==> run_1/clocks.png <==
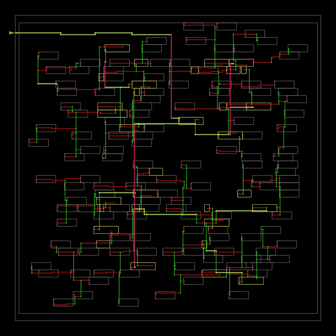
==> run_1/layer_met1.png <==
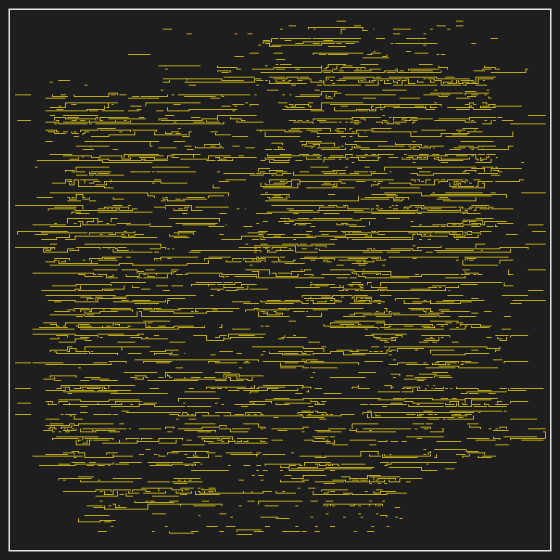
==> run_1/layer_met3.png <==
Scale bar: 20 um.
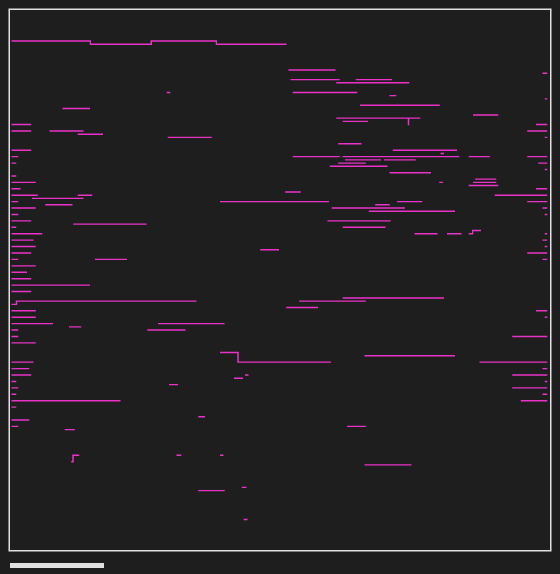
Design jtag_probe_shifter, sky130hd; sources not shown.
==> impl_metrics.env, run 1 <==
# yosys + openroad results
export IMPL_outcome="complete, no violations"
export IMPL_hold_viol_final=0
export IMPL_route_met3_wl_um=860
export IMPL_fillers=998
export IMPL_dp_slack_ns=0.406
export IMPL_logic_area_um2=3330
export IMPL_grt_pass1_vias=5377
export IMPL_ys_seq_frac=0.415
export IMPL_tightest_slew_ns=0.924
export IMPL_reg2reg_slack_ns=0.36
export IMPL_seq_share=0.325
export IMPL_vias_per_cell=5.66
export IMPL_setup_violations=0
export IMPL_final_layout_size_suffix_gt1_frac=0.126
export IMPL_synth_warnings=0
export IMPL_drt_iter0_markers=485
export IMPL_warnings=35
export IMPL_clk_share=0.0714
export IMPL_p_int_mw=4.04
export IMPL_syn_area_um2=6310
export IMPL_finalWorstPathRequiredPeriod_ns=2.34
export IMPL_setup_tns_ns=0
export IMPL_detail_route_wl_per_cell_um=15.4
export IMPL_drcViolationCount=0
export IMPL_synthCells=759
export IMPL_reg2regPathDepth=7
export IMPL_grt_overflow_total=0
export IMPL_lay_top_cells="nand2_1 (169), dfxtp_1 (131), clkdlybuf4s50_1 (119)"
export IMPL_die_w_um=114
export IMPL_combPwrFrac=0.216
export IMPL_hp_class="in -> reg"
export IMPL_ys_flops=131
export IMPL_die_area_um2=13100
export IMPL_ys_area_um2=6310
export IMPL_tap_cells=168
export IMPL_aoi_share=0.221
export IMPL_worstSetupPathType="reg -> reg"
export IMPL_p_comb_mw=1.23
export IMPL_largest_cell_class="multi-input combinational cells"
export IMPL_fp_nets=852
export IMPL_rows=40
export IMPL_top_usage_layer="met2"
export IMPL_nNonClkInverters=9
export IMPL_grt_pass1_wl_um=25500
export IMPL_powerDensity_nw_per_um2=706
export IMPL_maxSlewHeadroom=0.379
export IMPL_clk_pin_slew_ns=0.06
export IMPL_port_buffers=120
export IMPL_clkPwrFrac=0.390
export IMPL_mux_share=0.00634
export IMPL_postCtsSetupBuffers=0
export IMPL_cp_end_kind="flop"
export IMPL_logic_family="simple AND/OR/NAND/NOR gates"
export IMPL_p_seq_mw=2.24
export IMPL_layout_area_seq_um2=2620
export IMPL_top_power_group="registers"
export IMPL_seq_cells=131
export IMPL_num_io_pins=121
export IMPL_antenna_found_initial=0
export IMPL_finalNonFillerCells=1015
export IMPL_crit_buf_inv=1
export IMPL_routed_wl_met2_um=7620
export IMPL_grt_usage=0.246
export IMPL_rsz0062_at_grt="no"
export IMPL_edf_count=0
Notes on clocks.png above:
clk sinks: 131
Clock Skew: 0.00629 ns
# clk buffers: 23
Clock Power: 2.22 mW
cts bufs inserted: 17

Notes on layer_met1.png above:
longest straight run: 27.1 um
wire length on this layer: 6900 um
final WL: 15600 um
DR vias: 5747
M1 GR Usage: 0.312

Notes on layer_met3.png above:
wire length on this layer: 860 um
nets with wire on the layer: 111
longest straight run: 38.0 um
routing usage on met3: 0.0603

==> run 2: changes to the inputs <==
--- a/config.mk
+++ b/config.mk
@@ -5,6 +5,7 @@
 export SDC_FILE = /design/constraint.sdc
 export NUM_CORES = 1
 export LEC_CHECK = 0
+export CAP_MARGIN = 40
 export CORE_UTILIZATION = 50
 export DETAILED_ROUTE_END_ITERATION = 10
 export PLACE_DENSITY = 0.77
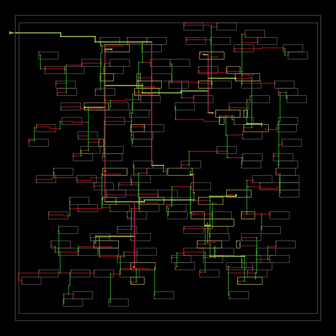
(run_2/clocks.png)
clk latency late pin: 0.42 ns
# clk buffers: 28
Clock Power: 2.26 mW
Clock Skew: 0.00831 ns
flop count: 131

==> run 2 against run 1 <==
Maximum frequency increased by 0.19%; global-route usage decreased by 0.27 points; die size unchanged; largest cell class unchanged; largest power group is now the clock network.
==> impl_metrics.env, run 2 <==
# yosys + openroad results
export IMPL_swShare=0.283
export IMPL_route_met3_wl_um=881
export IMPL_maxSlewHeadroom=0.401
export IMPL_ys_seq_frac=0.415
export IMPL_hp_class="in -> reg"
export IMPL_ys_flops=131
export IMPL_synthArstFlopShare=0
export IMPL_clk_share=0.0724
export IMPL_nNonClkInverters=9
export IMPL_tap_cells=168
export IMPL_vias=5777
export IMPL_clkPwrFrac=0.394
export IMPL_synthCells=759
export IMPL_logic_family="simple AND/OR/NAND/NOR gates"
export IMPL_antenna_found_initial=0
export IMPL_rows=40
export IMPL_reg2regPathDepth=7
export IMPL_logic_area_um2=3330
export IMPL_dp_slack_ns=0.400
export IMPL_layout_area_seq_um2=2620
export IMPL_finalNonFillerCells=1017
export IMPL_syn_area_um2=6310
export IMPL_setup_tns_ns=0
export IMPL_largest_cell_class="multi-input combinational cells"
export IMPL_top_power_group="the clock network"
export IMPL_final_layout_size_suffix_gt1_frac=0.126
export IMPL_vias_per_cell=5.68
export IMPL_wl_um=15600
export IMPL_cts_sinks=131
export IMPL_warnings=35
export IMPL_p_int_mw=4.12
export IMPL_finalWorstPathRequiredPeriod_ns=2.34
export IMPL_grt_overflow_total=0
export IMPL_cpLargestDelayFamily="simple AND/OR/NAND/NOR gates"
export IMPL_p_seq_mw=2.24
export IMPL_edf_count=0
export IMPL_worstSetupPathType="reg -> reg"
export IMPL_drt_iter0_markers=481
export IMPL_setup_violations=0
export IMPL_rsz0062_at_grt="no"
export IMPL_clk_pin_slew_ns=0.06
export IMPL_grt_use_met3=0.0572
export IMPL_tightest_slew_ns=0.897
export IMPL_combPwrFrac=0.216
export IMPL_seq_share=0.324
export IMPL_die_area_um2=13100
export IMPL_powerDensity_nw_per_um2=708
export IMPL_die_w_um=114
export IMPL_use_met1=0.313
export IMPL_postCtsSetupBuffers=0
export IMPL_cts_resized=0
export IMPL_aoi_share=0.221
export IMPL_num_io_pins=121
export IMPL_numCtsBuffers=17
export IMPL_fillers=1018
export IMPL_top_usage_layer="met2"
export IMPL_grt_pass1_vias=5352
export IMPL_lay_top_cells="nand2_1 (169), dfxtp_1 (131), clkdlybuf4s50_1 (119)"
export IMPL_synth_warnings=0
export IMPL_outcome="complete, no violations"
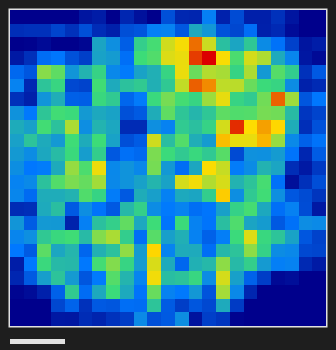
(run_2/metal_density.png)
Scale bar: 20 um. The die is cut into 23 by 23 equal tiles; dark blue is low, red is high, scaled to the fullest tile. Values are wire area over tile area, all layers added.
tiles over half the peak: 19%
fullest tile: 0.59
densest ninth of the die: top centre
nearly empty tiles: 8.3%
mean over tiles: 0.19
drt wl/cell: 15.3 um
gr usage total: 0.244

==> run 3: changes to the inputs <==
--- a/config.mk
+++ b/config.mk
@@ -6,9 +6,9 @@
 export NUM_CORES = 1
 export LEC_CHECK = 0
 export CAP_MARGIN = 40
-export CORE_UTILIZATION = 50
+export CORE_UTILIZATION = 52
 export DETAILED_ROUTE_END_ITERATION = 10
-export PLACE_DENSITY = 0.77
+export PLACE_DENSITY = 0.8
 export SLEW_MARGIN = 15
 export SYNTH_ARGS = -nofsm -noshare
 export SYNTH_HDL_FRONTEND = slang
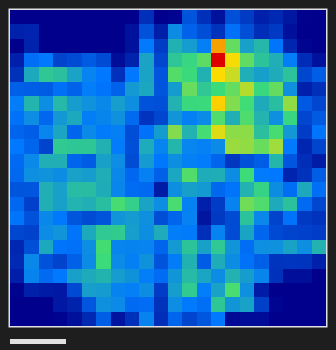
(run_3/metal_density.png)
Scale bar: 20 um. The die is cut into 22 by 22 equal tiles; dark blue is low, red is high, scaled to the fullest tile. Values are wire area over tile area, all layers added.
nearly empty tiles: 11%
mean over tiles: 0.20
fullest tile: 0.80
tiles over half the peak: 7.6%
final WL: 15700 um
DR vias: 5793
drt wl/cell: 15.7 um
gr usage total: 0.251

==> run 3 against run 2 <==
First-iteration DRC count increased by 7.1%; synthesized cell count stayed put; final area about the same; clock skew down 0.0027 ns; clock power is 8% higher; wire length rose by 0.54%; sequential power about the same; worst setup slack got worse by 0.025 ns; the run now ends with DRC left.
==> impl_metrics.env, run 3 <==
# yosys + openroad results
export IMPL_outcome="complete, but fails checks"
export IMPL_failed_checks="DRC"
export IMPL_cpLargestDelayFamily="simple AND/OR/NAND/NOR gates"
export IMPL_tightest_slew_ns=0.917
export IMPL_top_power_group="the clock network"
export IMPL_postPlaceCellArea_um2=7480
export IMPL_synthCells=759
export IMPL_nNonClkInverters=9
export IMPL_grt_pass1_wl_um=25900
export IMPL_powerDensity_nw_per_um2=731
export IMPL_p_int_mw=4.22
export IMPL_antenna_found_initial=0
export IMPL_routed_wl_met2_um=7460
export IMPL_clk_share=0.0770
export IMPL_rsz0062_at_grt="no"
export IMPL_crit_buf_inv=1
export IMPL_reg2reg_slack_ns=0.34
export IMPL_top_usage_layer="met2"
export IMPL_numCtsBuffers=17
export IMPL_cp_end_kind="flop"
export IMPL_setup_slack_ns=0.336
export IMPL_finalNonFillerCells=994
export IMPL_logic_family="simple AND/OR/NAND/NOR gates"
export IMPL_lay_top_cells="nand2_1 (169), dfxtp_1 (131), clkdlybuf4s50_1 (119)"
export IMPL_aoi_share=0.221
export IMPL_largest_cell_class="multi-input combinational cells"
export IMPL_ys_area_um2=6310
export IMPL_fillers=882
export IMPL_clk_latency_ns=0.41
export IMPL_setup_tns_ns=0
export IMPL_edf_count=0
export IMPL_logic_area_um2=3330
export IMPL_synthArstFlopShare=0
export IMPL_reg2regPathDepth=7
export IMPL_grt_pass1_vias=5595
export IMPL_dp_slack_ns=0.384
export IMPL_swShare=0.287
export IMPL_combPwrFrac=0.210
export IMPL_ys_flops=131
export IMPL_clk_pin_slew_ns=0.06
export IMPL_cts_sinks=131
export IMPL_die_w_um=112
export IMPL_route_met3_wl_um=1000
export IMPL_grt_use_met3=0.0556
export IMPL_grt_overflow_total=0
export IMPL_postCtsSetupBuffers=0
export IMPL_hp_class="in -> reg"
export IMPL_drt_iter0_markers=515
export IMPL_hold_viol_final=0
export IMPL_seq_cells=131
export IMPL_maxSlewHeadroom=0.388
export IMPL_p_seq_mw=2.24
export IMPL_fp_nets=852
export IMPL_use_met1=0.324
export IMPL_drt_antenna_violating_nets=0
export IMPL_synth_warnings=0
export IMPL_final_layout_size_suffix_gt1_frac=0.132
export IMPL_mux_share=0.00634
export IMPL_yosys_area_share_adder=0.0198
export IMPL_p_comb_mw=1.25
export IMPL_tap_cells=143
export IMPL_num_io_pins=121
export IMPL_layout_area_seq_um2=2620
export IMPL_port_buffers=120
export IMPL_drcViolationCount=5
export IMPL_setup_violations=0
export IMPL_vias_per_cell=5.83
export IMPL_seq_share=0.324
export IMPL_worstSetupPathType="reg -> reg"
export IMPL_pg_clk_mw=2.44
export IMPL_ys_seq_frac=0.415
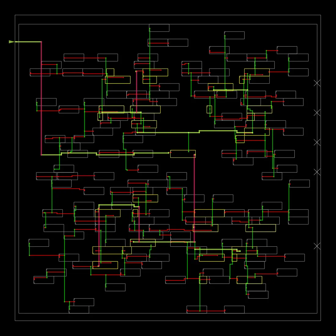
(run_3/clocks.png)
# clk buffers: 18
Clock Skew: 0.00558 ns

Power and IR drop assume default switching activity.
